==> config.mk <==
export PLATFORM = sky130hd
export DESIGN_NAME = rgb_fade_sequencer
export DESIGN_NICKNAME = d
export VERILOG_FILES = /design/src/rtl/rgb_fade_sequencer.sv
export SDC_FILE = /design/constraint.sdc
export NUM_CORES = 1
export LEC_CHECK = 0
export ABC_AREA = 1
export CAP_MARGIN = 20
export CORE_ASPECT_RATIO = 1.5
export CORE_MARGIN = 2
export CORE_UTILIZATION = 51
export DETAILED_ROUTE_END_ITERATION = 12
export MAX_ROUTING_LAYER = met4
export PLACE_DENSITY = 0.85
export SETUP_SLACK_MARGIN = 0.02
export SYNTH_ARGS = -nofsm -noshare
export SYNTH_HDL_FRONTEND = slang
export SYNTH_SLANG_ARGS = --single-unit
==> constraint.sdc <==
create_clock -name clk -period 2.25 [get_ports clk]
set_input_delay 0.225 -clock clk [delete_from_list [all_inputs] [get_ports clk]]
set_output_delay 0.225 -clock clk [all_outputs]
set_load 0.01 [all_outputs]
class_map.png
Scale: 3 px per um.
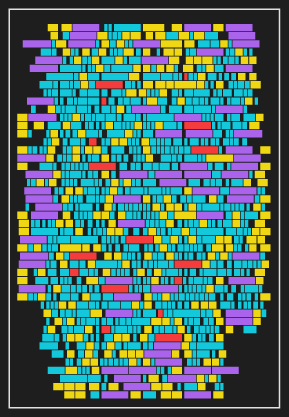
remaining buffers and delay cells: in yellow, cells 262, share of their area 26%. clock drivers and dummy loads: in red, cells 16, share of their area 3.2%. remaining logic cells: in cyan, cells 746, share of their area 51%. sequential cells: in purple, cells 67, share of their area 20%.
Core Region: 10600 um^2
flop share of the area: 19.4%
fin util: 81.7%

closeup.png
Window x 10 to 35, y 87 to 112 um. Cells in gray, sequential cells in the stronger gray; small squares are vias.
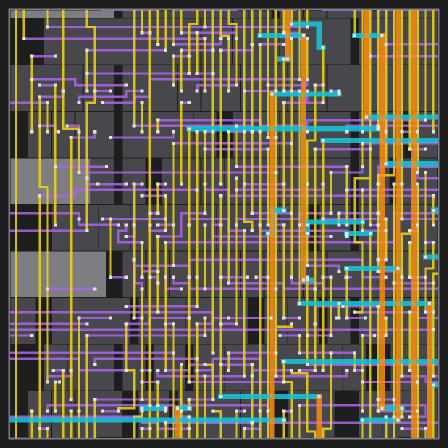
M1: in purple. M3: in cyan. M4: in orange. M2: in yellow.
75 logic cells have their middle in the window. Sequential cells in the window: 2. Most frequent: nand2_1 (15), buf_4 (10), inv_1 (7).

sizing.png
Scale: 3 px per um.
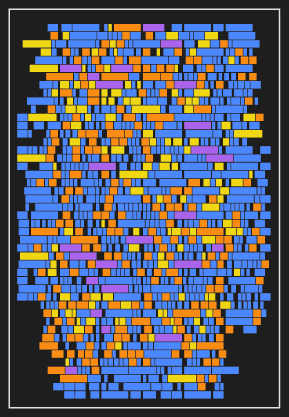
x2: in yellow, cells 122, share 11%, most used nand2_2. x1 and smaller: in blue, cells 719, share 66%, most used nand2_1. x6 and larger: in purple, cells 24, share 2.2%, most used clkbuf_16. x3 and x4: in orange, cells 226, share 21%, most used buf_4.
fin area: 8700 um^2
PnR worst setup slack: -0.688 ns
Syn-to-layout area delta: 55.4%

==> flow_summary.json <==
{
  "met1_usage_pct": 34.2,
  "crit_top_cell": "nand2_1",
  "synth.most_common_cell": "nand2_1",
  "pwr-share-clk_pct": 8.7,
  "violations": "setup timing",
  "p_comb_uw": 11900,
  "die_w_um": 89.6,
  "finalCriticalPeriod_ns": 2.94,
  "ys_sh_xor_pct": 4.22,
  "r2r_setup_slack_ns": -0.69,
  "top_cells_by_count": "235 x nand2_1, 93 x nand3_1, 85 x inv_1",
  "dominant_cells": "multi-input combinational cells",
  "grt_max_degree": 28,
  "edf_count": 0,
  "ys_sh_simple_pct": 36.1,
  "finalSetupViolations": 13,
  "met3_length_um": 2210,
  "lay_top_count": "nand2_1",
  "crit_type": "flop to flop",
  "syn_area_per_cell_um2": 6.72,
  "dp_hpwl_um": 13400,
  "startpoint_type": "flop",
  "max_slew_margin_pct": 59.2,
  "logic_gate_count": 655,
  "fp_nets": 907,
  "buffers": 262,
  "power_leader": "combinational logic",
  "grt_pass1_vias": 6965,
  "register_area_um2": 1690,
  "clock_power_uw": 1340,
  "cp_slowest_cell": "dfrtp_1",
  "fp_util_pct": 52.6,
  "aoi_share_pct": 12.8,
  "setup_ws_ns": -0.688,
  "area_leaders": "dfrtp_1 29%, nand2_1 16%, nand3_1 8.3%, ha_1 8.0%, inv_1 5.7%",
  "drt-vias-per-instance": 6.14,
  "grt_util_all_layers_pct": 33.3,
  "async_reset_ff_share_pct": 100,
  "grt_use_met2_pct": 56.9,
  "die-area_um2": 11900,
  "comb_area_share_pct": 45.8,
  "outcome": "finished with violations",
  "met3_usage_pct": 5.76,
  "cts_inserted_buffers": 9,
  "yosys_area_um2": 5600,
  "critPathMaxStageDelay_ns": 0.39,
  "met1_length_um": 7870,
  "ys.flops": 67,
  "yosys_warnings": 0,
  "p_seq_uw": 2190,
  "clkLatencyLatePin_ns": 0.35
}
## what timing repair did
| item | CTS | global route |
|---|---|---|
| hold buffers | 0 | 0 |
| hold endpoints to repair | 0 | 0 |
| pin swaps | 12 | 46 |
| cloned | 0 | 2 |
| resized | 23 | 97 |
| endpoints found under the setup margin | 11 | 13 |
| setup buffers | 10 | 13 |
## metrics by stage
step	setup slack [ns]	util, %	std cells	hold WS [ns]
after global placement	-0.294	73.2	1195	0.508
final	-0.688	81.7	1235	0.253
after floorplan	-0.118	-	833	0.376
after CTS	-0.369	77.1	1221	0.273
after detailed placement	-0.424	73.2	1195	0.525
after global routing	-0.707	81.7	1235	0.309
Power is estimated from default activity; no workload was simulated.
